[src/rtl/cdec_io_pkg.sv]
// Shared constants for the cdec I/O block and a counter-width helper
// used by the input debouncer.
package cdec_io_pkg;

  localparam int IO_WIDTH             = 8;
  localparam int DEBOUNCE_CYCLES_SIM  = 16;
  localparam int DEBOUNCE_CYCLES_FPGA = 500000;

  // Stability counter width: max(1, clog2(n)) so n=1 still gets a legal vector.
  function automatic int cnt_width(input int n);
    int w;
    w = $clog2(n);
    if (w < 1) begin
      w = 1;
    end else begin
      w = w;
    end
    return w;
  endfunction

endpackage

[src/rtl/debounce_bit.sv]
// One input bit: 2-FF synchronizer, stability counter and one-cycle
// rise/fall pulses that coincide with the accepted change.
module debounce_bit
  import cdec_io_pkg::*;
#(
  parameter int DEBOUNCE_CYCLES = DEBOUNCE_CYCLES_SIM
) (
  input  logic clock,
  input  logic reset_n,
  input  logic raw,
  output logic stable,
  output logic rise,
  output logic fall
);

  localparam int            CW      = cnt_width(DEBOUNCE_CYCLES);
  localparam logic [CW-1:0] CNT_MAX = CW'(DEBOUNCE_CYCLES - 1);

  logic          sync1_r;
  logic          sync2_r;
  logic          stable_r;
  logic          rise_r;
  logic          fall_r;
  logic [CW-1:0] cnt_r;

  logic          stable_s;
  logic          rise_s;
  logic          fall_s;
  logic [CW-1:0] cnt_s;

  // Next-state: count while the synchronized level differs, accept at CNT_MAX.
  always_comb begin
    stable_s = stable_r;
    cnt_s    = cnt_r;
    rise_s   = 1'b0;
    fall_s   = 1'b0;
    if (sync2_r == stable_r) begin
      cnt_s = '0;
    end else if (cnt_r == CNT_MAX) begin
      stable_s = sync2_r;
      cnt_s    = '0;
      rise_s   = sync2_r;
      fall_s   = ~sync2_r;
    end else begin
      cnt_s = cnt_r + CW'(1);
    end
  end

  // Synchronizer, debounce state and registered edge pulses.
  always_ff @(posedge clock or negedge reset_n) begin
    if (!reset_n) begin
      sync1_r  <= 1'b0;
      sync2_r  <= 1'b0;
      stable_r <= 1'b0;
      cnt_r    <= '0;
      rise_r   <= 1'b0;
      fall_r   <= 1'b0;
    end else begin
      sync1_r  <= raw;
      sync2_r  <= sync1_r;
      stable_r <= stable_s;
      cnt_r    <= cnt_s;
      rise_r   <= rise_s;
      fall_r   <= fall_s;
    end
  end

  assign stable = stable_r;
  assign rise   = rise_r;
  assign fall   = fall_r;

endmodule

[src/rtl/iport_debouncer.sv]
// Debounces the raw board input pins feeding io_device.iport and
// reports per-bit press/release pulses plus a combined change pulse.
module iport_debouncer
  import cdec_io_pkg::*;
#(
  parameter int WIDTH           = IO_WIDTH,
  parameter int DEBOUNCE_CYCLES = DEBOUNCE_CYCLES_SIM
) (
  input  logic             clock,
  input  logic             reset_n,
  input  logic [WIDTH-1:0] iport_raw,
  output logic [WIDTH-1:0] iport,
  output logic [WIDTH-1:0] rise,
  output logic [WIDTH-1:0] fall,
  output logic             changed
);

  for (genvar i = 0; i < WIDTH; i++) begin : g_bit
    debounce_bit #(
      .DEBOUNCE_CYCLES(DEBOUNCE_CYCLES)
    ) u_bit (
      .clock  (clock),
      .reset_n(reset_n),
      .raw    (iport_raw[i]),
      .stable (iport[i]),
      .rise   (rise[i]),
      .fall   (fall[i])
    );
  end

  // Built only from flop outputs so it lands in the same cycle as the pulses
  // and has no path back to iport_raw.
  assign changed = |(rise | fall);

endmodule

[config.mk]
export PLATFORM = sky130hd
export DESIGN_NAME = iport_debouncer
export DESIGN_NICKNAME = d
export VERILOG_FILES = /design/src/rtl/cdec_io_pkg.sv /design/src/rtl/debounce_bit.sv /design/src/rtl/iport_debouncer.sv
export SDC_FILE = /design/constraint.sdc
export NUM_CORES = 1
export LEC_CHECK = 0
export CAP_MARGIN = 20
export CORE_MARGIN = 2
export CORE_UTILIZATION = 45
export DETAILED_ROUTE_END_ITERATION = 6
export GPL_ROUTABILITY_DRIVEN = 1
export PLACE_DENSITY = 0.69
export SYNTH_ARGS = -nofsm -noshare
export SYNTH_HDL_FRONTEND = slang
export SYNTH_HIERARCHICAL = 1
export SYNTH_SLANG_ARGS = --single-unit
[constraint.sdc]
create_clock -name clock -period 2.4 [get_ports clock]
set_input_delay 0.48 -clock clock [delete_from_list [all_inputs] [get_ports clock]]
set_output_delay 0.48 -clock clock [all_outputs]
set_load 0.005 [all_outputs]
run_1/placement_by_type.png
Scale: 4 px per um. Fill, decap, tap and diode cells in gray.
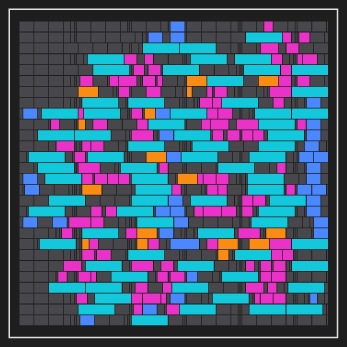
legend:
  combinational and other logic:
    color: magenta
    cells: 109
  remaining buffers and delay cells:
    color: blue
    cells: 36
  sequential cells:
    color: cyan
    cells: 72
  clock drivers and dummy loads:
    color: orange
    cells: 16

run_1/clk_routes.png
Scale: 6 px per um.
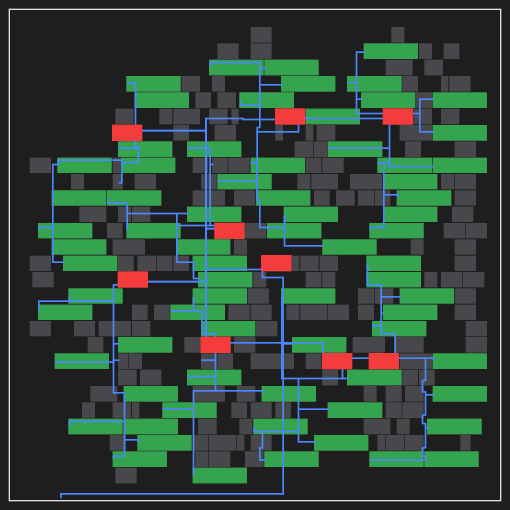
legend:
  flip-flops:
    color: green
    count: 72
  clock drivers:
    color: red
    count: 9
  clock wires:
    color: blue
    length: 768 um
flops lie: widely spread
routed clock nets: 10
Clk network pwr share: 36.4%
Final Skew: 5.29 ps

==> ci_impl_report.md, run 1 <==
## PnR job results

| Metric | Value |
|---|---|
| Tcrit/Tclk final | `91.3%` |
| Fill cells | `roughly 480` |
| Cell Int Power | `1720 uW` |
| First-pass GRT wire length | `6970 um` |
| Slowest stage delay, CP | `~460 ps` |
| Pwr per Cell Area | `670 mW/mm2` |
| Inverter count | `0` |
| Fmax | `457 MHz` |
| Nets | `246` |
| Clock Root Buffer | `clkbuf_8` |
| Critical Path Start Type | `flip-flop` |
| Antenna viol nets, final | `0` |
| Seq pwr share | `around 58%` |
| Worst Path Buf+Inv | `1` |
| Die ar. | `0.00667 mm2` |
| H-Tree Depth | `3` |
| CP Launch Point | `g_bit[0].u_bit/fall` |
| Most common logic cells in the final layout | `72 x dfrtp_1, 33 x clkdlybuf4s50_1, 24 x nor3b_1` |
| CP cell instances | `nor4_1, nand4_1, clkdlybuf4s50_1` |
| Placed cell areas | `0.00317 mm2` |
| RSZ-0062 raised after global routing | `no` |
| VDD IR-drop max | `0.395 mV` |
| Slowest cell on the critical path | `clkdlybuf4s50_1` |
| Cell Area, Synth | `about 0.0027 mm2` |
| Post-synthesis register bit count | `72` |
| Top cell excl fill/tap | `dfrtp_1` |
| Logic pwr share | `5.5%` |
| IO buf count | `34` |
| Final min period | `2190 ps` |
| Post-CTS Resized | `0` |
| Hold Crit Class | `in2async` |
| Setup ws final | `~210 ps` |
| Reg-to-Reg Start | `g_bit[7].u_bit/cnt_r[0]` |
| Crit Path Max Fanout | `2` |
| Overflow after GRT | `0` |
| Top class by area | `sequential cells` |
| Number of tapcells | `75` |
| Syn_area_per_cell | `15.0 um2` |
| Register area | `around 0.0018 mm2` |
| Critical path class | `reg2out` |
| CP endpoint kind | `output pin` |
| HPWL after detailed placement | `2900 um` |
| Max cap viols | `0` |
| Relative slew margins | `46.3%` |
| Setup Viol. Count Final | `0` |
| DR iter-0 viols | `45` |
| Multi-input gates | `approximately 110` |
| Vias in the first global route | `~1600` |
| Antenna violations before repair | `0` |
| Core area | `0.00589 mm2` |
| FP Util | `46.1%` |
| Hold buffers post-CTS | `0` |
| Nonclk buf count | `36` |
| Net switching power figure | `519 uW` |
| Worst path depth | `3` |
| Clock Tree Buf Depth | `2` |
| CTS tree | `yes` |
| R2R cell count | `3` |
| Hold Worst Slack | `approximately 240 ps` |
| Setup_tns | `0 ps` |
| Slew Viols, Final | `0` |
| Status | `finished clean` |
| Wl on met1 | `1740 um` |
| Vert. Die Dim | `81.7 um` |
| Wire per inst | `approximately 13 um` |
| Vias | `1597` |
| Crit-path leading delay family | `simple AND/OR/NAND/NOR gates` |
| Yosys warnings | `6` |
| Logic area | `912 um2` |
| Switching share of power | `~23%` |
| Worst setup endpoint | `changed` |
| # clock sinks | `72` |
| Number of remaining DRC errors | `0` |
| Met2 Routed Length | `2080 um` |
| DR pass1 iterations | `4` |
| Non-clock buffer share | `between 10% and 20%` |
| Mapped Cells | `181` |
| Final Hold Viols | `0` |
| Post-route design area | `about 0.0033 mm2` |
| WP data required | `1920 ps` |
| Ports | `35` |
| Postcts setup bufs | `0` |
| R2R setup slack | `approximately 1100 ps` |
run_1/clocks.png
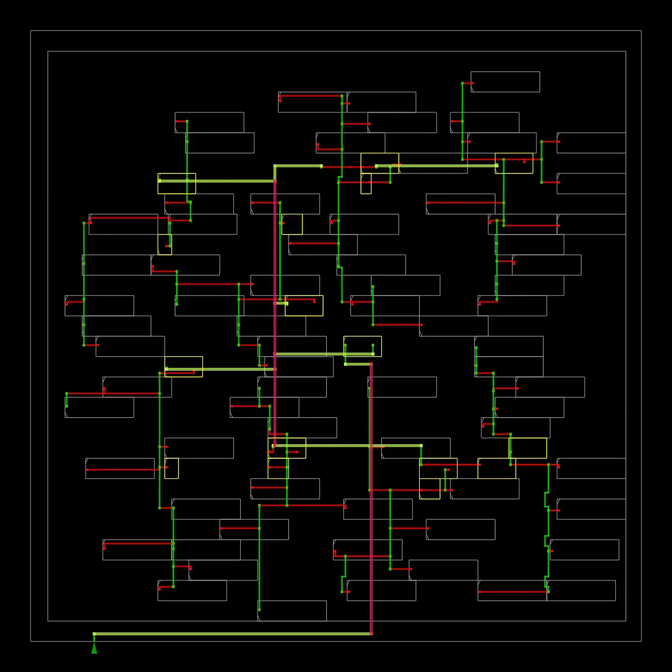
Power Clock: 817 uW
worst skew pair latency: 330 ps
Clock Buffer Count: 11
Flops: 72
total clock buffers created by CTS: 9

[run 1: routing by layer]
| layer | vias to the layer above | global-route usage (%) |
|---|---|---|
| met5 | - | 0 |
| met4 | 0 | 5.50 |
| met3 | 7 | 6.81 |
| met2 | 34 | 24.0 |
| met1 | 799 | 16.3 |
| li1 | 757 | - |
[run 1: cell families after synthesis]
kind of cell             synth area share, %
adder cells (fa/ha/maj)                 3.69
AND/OR/NAND/NOR                         13.7
AND-OR/OR-AND                           6.64
flip-flops                              66.4
multiplexers                            4.43
XOR/XNOR                                5.16
[run 1: flip-flops by register name, indices dropped and copies added, names as in the netlist]
register,cells
g_bit.u_bit/rise,8
g_bit.u_bit/sync1_r,8
g_bit.u_bit/fall,8
g_bit.u_bit/sync2_r,8
g_bit.u_bit/stable,8
g_bit.u_bit/cnt_r,32
[run 1: power groups by stage]
stage	clock (uW)	combinational, uW	sequential [uW]
2_1_floorplan	0	71.1	1320
3_3_place_gp	0	122	1320
3_5_place_dp	0	125	1330
4_1_cts	848	127	1300
5_1_grt	915	141	1310
6_report	817	123	1300
[run 1: through the flow]
| step | cells | utilization, % |
|---|---|---|
| floorplan | 181 | - |
| global placement | 292 | 53.9 |
| detailed placement | 292 | 53.9 |
| CTS | 308 | 56.8 |
| global route | 308 | 56.8 |
| finish | 308 | 56.8 |
[run 1: synthesized netlist by cell type]
master | n | area share [%]
dfrtp_1 | 72 | 66
mux2_4 | 8 | 4.4
nand4_1 | 1 | 0.23
nor4_1 | 4 | 0.92
nand3_2 | 8 | 3.0
a31oi_1 | 8 | 1.8
ha_1 | 8 | 3.7
nor2_1 | 8 | 1.1
xnor2_1 | 16 | 5.2
nor2b_1 | 8 | 1.8
nor3b_1 | 24 | 6.6
a21o_1 | 8 | 2.2
a311oi_1 | 8 | 2.6
==> inputs of run 2 (changes only) <==
--- a/config.mk
+++ b/config.mk
@@ -12,3 +12,3 @@
 export GPL_ROUTABILITY_DRIVEN = 1
-export PLACE_DENSITY = 0.69
+export PLACE_DENSITY = 0.67
 export SYNTH_ARGS = -nofsm -noshare
==> constraint.sdc (replaced) <==
create_clock -name clock -period 2.4 [get_ports clock]
set_input_delay 0.6 -clock clock [delete_from_list [all_inputs] [get_ports clock]]
set_output_delay 0.6 -clock clock [all_outputs]
set_load 0.005 [all_outputs]
==> ci_impl_report.md, run 2 <==
## PnR job results

| Metric | Value |
|---|---|
| Status | `finished clean` |
| Max cap viols | `0 (unchanged)` |
| Main flop type | `dfrtp_1` |
| Final Hold Viols | `0 (unchanged)` |
| Most common logic cells in the final layout | `72 x dfrtp_1, 33 x clkdlybuf4s50_1, 24 x nor3b_1` |
| RSZ-0062 raised after global routing | `no` |
| Placed cell areas | `0.00316 mm2 (-0.24%)` |
| Worst skew pair latency | `330 ps (about the same)` |
| H-Tree Depth | `3 (unchanged)` |
| Syn_area_per_cell | `15.0 um2 (unchanged)` |
| Nets | `245 (-0.41%)` |
| Post-route design area | `0.00338 mm2 (+1.1%)` |
| DR pass1 iterations | `4 (unchanged)` |
| Max reg flops | `32 (unchanged)` |
| Crit Path Max Fanout | `2 (unchanged)` |
| R2R setup slack | `1090 ps (-50 ps)` |
| CP endpoint kind | `output pin` |
| Pwr per Cell Area | `703 mW/mm2 (+4.9%)` |
| First-pass GRT wire length | `7040 um (+1.1%)` |
| Core area | `0.00589 mm2 (unchanged)` |
| Slowest stage delay, CP | `460 ps (about the same)` |
| Clock Root Buffer | `clkbuf_8` |
| WP data required | `1800 ps (-120 ps)` |
| Post-synthesis register bit count | `72 (unchanged)` |
| Critical Path Start Type | `flip-flop` |
| Wire per inst | `13.1 um (-1.4%)` |
| Setup_tns | `0 ps (unchanged)` |
| Yosys warnings | `6 (unchanged)` |
| Cell Area, Synth | `0.00271 mm2 (unchanged)` |
| CTS tree | `yes` |
| Hold Crit Class | `in2async` |
| Vias in the first global route | `1572 (+1.2%)` |
| Tcrit/Tclk final | `93.2% (+2.0 points)` |
| VDD IR-drop max | `0.337 mV (-15%)` |
| Vias | `1566 (-1.9%)` |
| Final min period | `2240 ps (+46.9 ps)` |
| DR iter-0 viols | `63 (+40%)` |
| Mapped Cells | `181 (unchanged)` |
| Hold Worst Slack | `274 ps (+38.4 ps)` |
==> run 2: metrics by stage <==
step                      cells  worst slack (ps)
after floorplan             181              1040
after global placement      291               405
after detailed placement    291               393
after CTS                   307              20.8
after global routing        307              15.8
final                       307               163
==> run 2: how the worst max path moves through the flow <==
stage | to | slack (ps) | depth (start not counted)
final | changed | 160 | 3
after global routing | changed | 20 | 3
after CTS | changed | 20 | 3
after detailed placement | changed | 390 | 3
after global placement | changed | 410 | 3
after floorplan | changed | 1040 | 2
==> run 2: final cells by class <==
type / instances / area [um2]
tap: 75 / 93.8
multi-input combinational: 109 / 925
timing repair buffer: 35 / 355
sequential: 72 / 1800
clock inverter: 5 / 55.1
fill: 479 / 2500
clock buffer: 11 / 151
==> run 2: power breakdown <==
part           total (uW)  internal (uW)  switching [uW]
combinational         121           62.8            58.4
clock                 954            533             422
sequential           1300           1260            42.3
total                2380           1850             522
==> run 2: critical path: cells and delay by family, from the launching register on <==
family / cells / cell delay [ps]
flip-flops: 1 / 390
buffers and inverters: 1 / 460
AND/OR/NAND/NOR: 2 / 460
==> run 2: layer usage <==
metal | GRT usage, % | share of wire (%)
met1 | 18.0 | 45
met2 | 23.0 | 49
met3 | 4.18 | 3.8
met4 | 8.00 | 2.2
met5 | 0 | 0
==> run 2: cells by family after synthesis <==
logic type | after synthesis | synth area share [%]
multiplexers | 8 | 4.43
XOR/XNOR | 16 | 5.16
flip-flops | 72 | 66.4
AND/OR/NAND/NOR | 53 | 13.7
adder cells (fa/ha/maj) | 8 | 3.69
AND-OR/OR-AND | 24 | 6.64
run_2/layer_met2.png
Scale: 4 px per um.
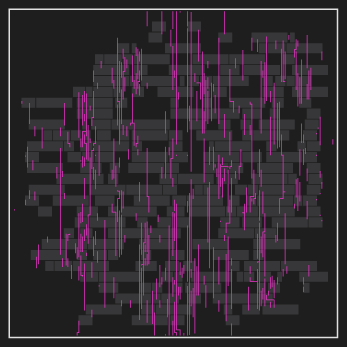
share of all routed wire: 49%
longest straight run: 39.8 um

run_2/clk_routes.png
Scale: 6 px per um.
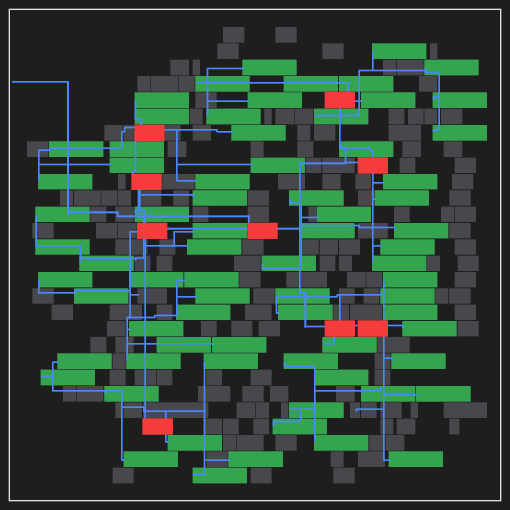
Clk network pwr share: 40.1%
Final Skew: 6.48 ps

==> inputs of run 3 (changes only) <==
Settings changed: CELL_PAD_IN_SITES_DETAIL_PLACEMENT set to 1, CELL_PAD_IN_SITES_GLOBAL_PLACEMENT set to 1, CTS_CLUSTER_DIAMETER set to 100, PLACE_DENSITY 0.67 to 0.78.
==> ci_impl_report.md, run 3 <==
## PnR job results

| Metric | Value |
|---|---|
| Status | `finished clean` |
| Relative slew margins | `between 50% and 60%` |
| Crit-path leading delay family | `buffers and inverters` |
| VDD IR-drop max | `0.447 mV (+33%)` |
| CP endpoint kind | `output pin` |
| XOR Share, Synth | `5.16% (unchanged)` |
| Clock Root Buffer | `clkbuf_8` |
| Aoi share | `6.64% (unchanged)` |
| Slowest stage delay, CP | `470 ps (about the same)` |
| Post-synthesis register bit count | `72 (unchanged)` |
| Logic area | `948 um2 (+2.6%)` |
| First-pass GRT wire length | `8070 um (+15%)` |
| H-Tree Depth | `3 (unchanged)` |
| Critical path class | `reg2out` |
| Worst Path Buf+Inv | `1 (unchanged)` |
| Setup ws final | `121 ps (-42.3 ps)` |
| Post-synth ARST share | `100%` |
| Non-clock buffer share | `10.9% (+0.35 points)` |
| Cell Area, Synth | `0.00271 mm2 (unchanged)` |
| Worst-path clk slew | `80 ps` |
| Inverter count | `0 (unchanged)` |
| Post-synthesis simple-gate area fraction | `13.7% (unchanged)` |
| Vias in the first global route | `1677 (+6.7%)` |
| Number of enable flip-flop cells | `0` |
| Critical Path Start Type | `flip-flop` |
| Wire per inst | `16.2 um (+23%)` |
| Clock Buffer Count | `10 (-1)` |
| Pwr per Cell Area | `696 mW/mm2 (-1.1%)` |
| Register area | `0.00180 mm2 (unchanged)` |
| Max-area cell share | `around two thirds` |
| Crit Path Max Fanout | `2 (unchanged)` |
| Placed cell areas | `0.00318 mm2 (+0.47%)` |
| Tcrit/Tclk final | `95.0% (+1.8 points)` |
| Post-synthesis sequential area ratio | `between 60 and 70%` |
| Top cell excl fill/tap | `dfrtp_1` |
| Clk cell area share | `5.76% (-0.34 points)` |
| Largest logic family | `simple AND/OR/NAND/NOR gates` |
| Placed insts | `293 (+0.69%)` |
| Multi-input gates | `109 (unchanged)` |
| Hold Worst Slack | `279 ps (+4.16 ps)` |
| Top cells by count | `72 x dfrtp_1, 24 x nor3b_1, 16 x xnor2_1` |
| Fmax | `roughly 440 MHz` |
| Nets | `247 (+0.82%)` |
| DR pass1 iterations | `4 (unchanged)` |
| Vias | `1637 (+4.5%)` |
| Flop share of the area | `52.8% (-0.45 points)` |
| Setup WS pre-CTS | `342 ps (-50.4 ps)` |
| Yosys warnings | `6 (unchanged)` |
| Post-route design area | `0.00341 mm2 (+0.85%)` |
| Final min period | `2280 ps (+42.3 ps)` |
| CTS tree | `yes` |
| WP data required | `1800 ps (about the same)` |
| Most common logic cells in the final layout | `72 x dfrtp_1, 33 x clkdlybuf4s50_1, 24 x nor3b_1` |
| Final non-filler cell total | `309 (+0.65%)` |
| Nonclk buf count | `37 (+5.7%)` |
| Worst path depth | `3 (unchanged)` |
| Most flop-heavy register | `g_bit.u_bit/cnt_r` |
| Number of tapcells | `75 (unchanged)` |
| Number of distinct library cells after synthesis | `13` |
| Setup_tns | `0 ps (unchanged)` |
| Worst-margin pin slew | `669 ps` |
| Arr. time, crit path | `~1700 ps` |
| RSZ-0062 raised after global routing | `no` |
| Core area | `0.00589 mm2 (unchanged)` |
| Hold Crit Class | `in2async` |
| Mapped Cells | `181 (unchanged)` |
| R2R setup slack | `1160 ps (+70 ps)` |
| Max cap viols | `0 (unchanged)` |
| Adders+Majority by Area | `3.69% (unchanged)` |
| Final Hold Viols | `0 (unchanged)` |
| Global-route usage over all layers | `17.2%` |
| Top class by area | `sequential cells` |
| Comb area share | `27.8% (+0.47 points)` |
| Syn_area_per_cell | `15.0 um2 (unchanged)` |
| DR iter-0 viols | `31 (-51%)` |
| Flops | `72 (unchanged)` |
| Main flop type | `dfrtp_1` |
| Max reg flops | `32 (unchanged)` |
| Multiplexer share | `4.43% (unchanged)` |
| Fill cells | `586 (+22%)` |
-- run 3: cell counts after synthesis --
Identical to the previous run, type by type.
-- run 3: cell families (layout without fill, tap and decap cells) --
| family | count (synthesis) | after routing |
|---|---|---|
| AOI/OAI and AO/OA | 24 | 24 |
| xor gates and xnor gates | 16 | 16 |
| adders and majority gates | 8 | 8 |
| buffers and inverters | 0 | 53 |
| DFF | 72 | 72 |
| muxes | 8 | 8 |
| and+or+nand+nor | 53 | 53 |
-- run 3: routing by layer --
metal  GRT usage (%)  share of wire (%)  routed length, um  vias up
met4            9.50                2.5                125        0
met3            7.14                5.4                270       10
li1                -                  -                  -      753
met5               0                  0                  0        -
met2            27.0                 49               2480       33
met1            20.0                 43               2130      841
-- run 3: worst max path at each step --
stage                   startpoint  slack, ps       to
6_report       g_bit[2].u_bit/rise        120  changed
5_1_grt        g_bit[6].u_bit/rise          2  changed
4_1_cts        g_bit[2].u_bit/rise         40  changed
3_5_place_dp   g_bit[3].u_bit/fall        340  changed
3_3_place_gp   g_bit[0].u_bit/fall        430  changed
2_1_floorplan  g_bit[6].u_bit/rise       1040  changed
-- run 3: repair_timing --
| action | 4_1_cts | 5_1_grt |
|---|---|---|
| resized | 2 | 3 |
| setup endpoints to repair | 1 | 1 |
| hold buffers | 0 | 0 |
-- run 3: worst register-to-register path, delay by kind of cell (launching register included) --
kind,cells,cell delay (ps)
flops,1,420
mux,1,300
fa+ha+maj,1,260
simple gates,1,130
-- run 3: power breakdown --
| group | switching, uW | leakage [uW] | internal (uW) |
|---|---|---|---|
| logic | 61.5 | 0.000483 | 64.8 |
| registers | 45.3 | 0.000948 | 1260 |
| clock network | 439 | 0.000106 | 502 |
| total | 546 | 0.00154 | 1830 |
run_3/io_placement.png
Scale: 3 px per um. Pins as bars across the die edge, other pins in gray.
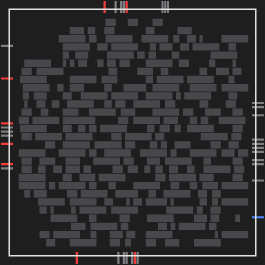
legend:
  iport_raw:
    color: red
    pins: 8
    direction: input
    edge: 4 left, 2 bottom, 2 top
  reset_n:
    color: blue
    pins: 1
    direction: input
    edge: right
all pins by edge: 11 right, 9 left, 8 top, 7 bottom
IO buf count: 34
Vert. Die Dim: 81.7 um
Die Wd: 81.7 um

run_3/clk_routes.png
Scale: 6 px per um.
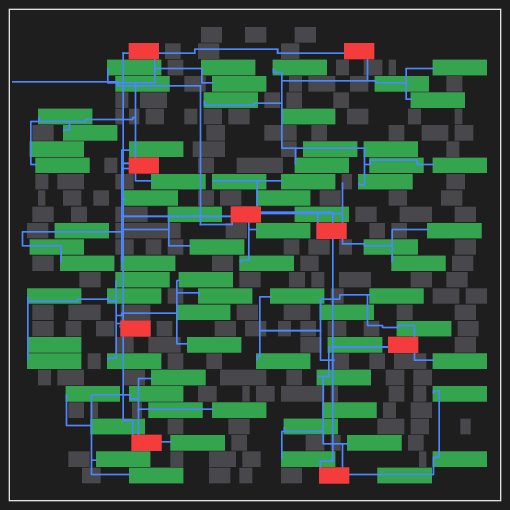
Final Skew: 8.89 ps
worst skew pair latency: 350 ps

Power is estimated from default activity; no workload was simulated.
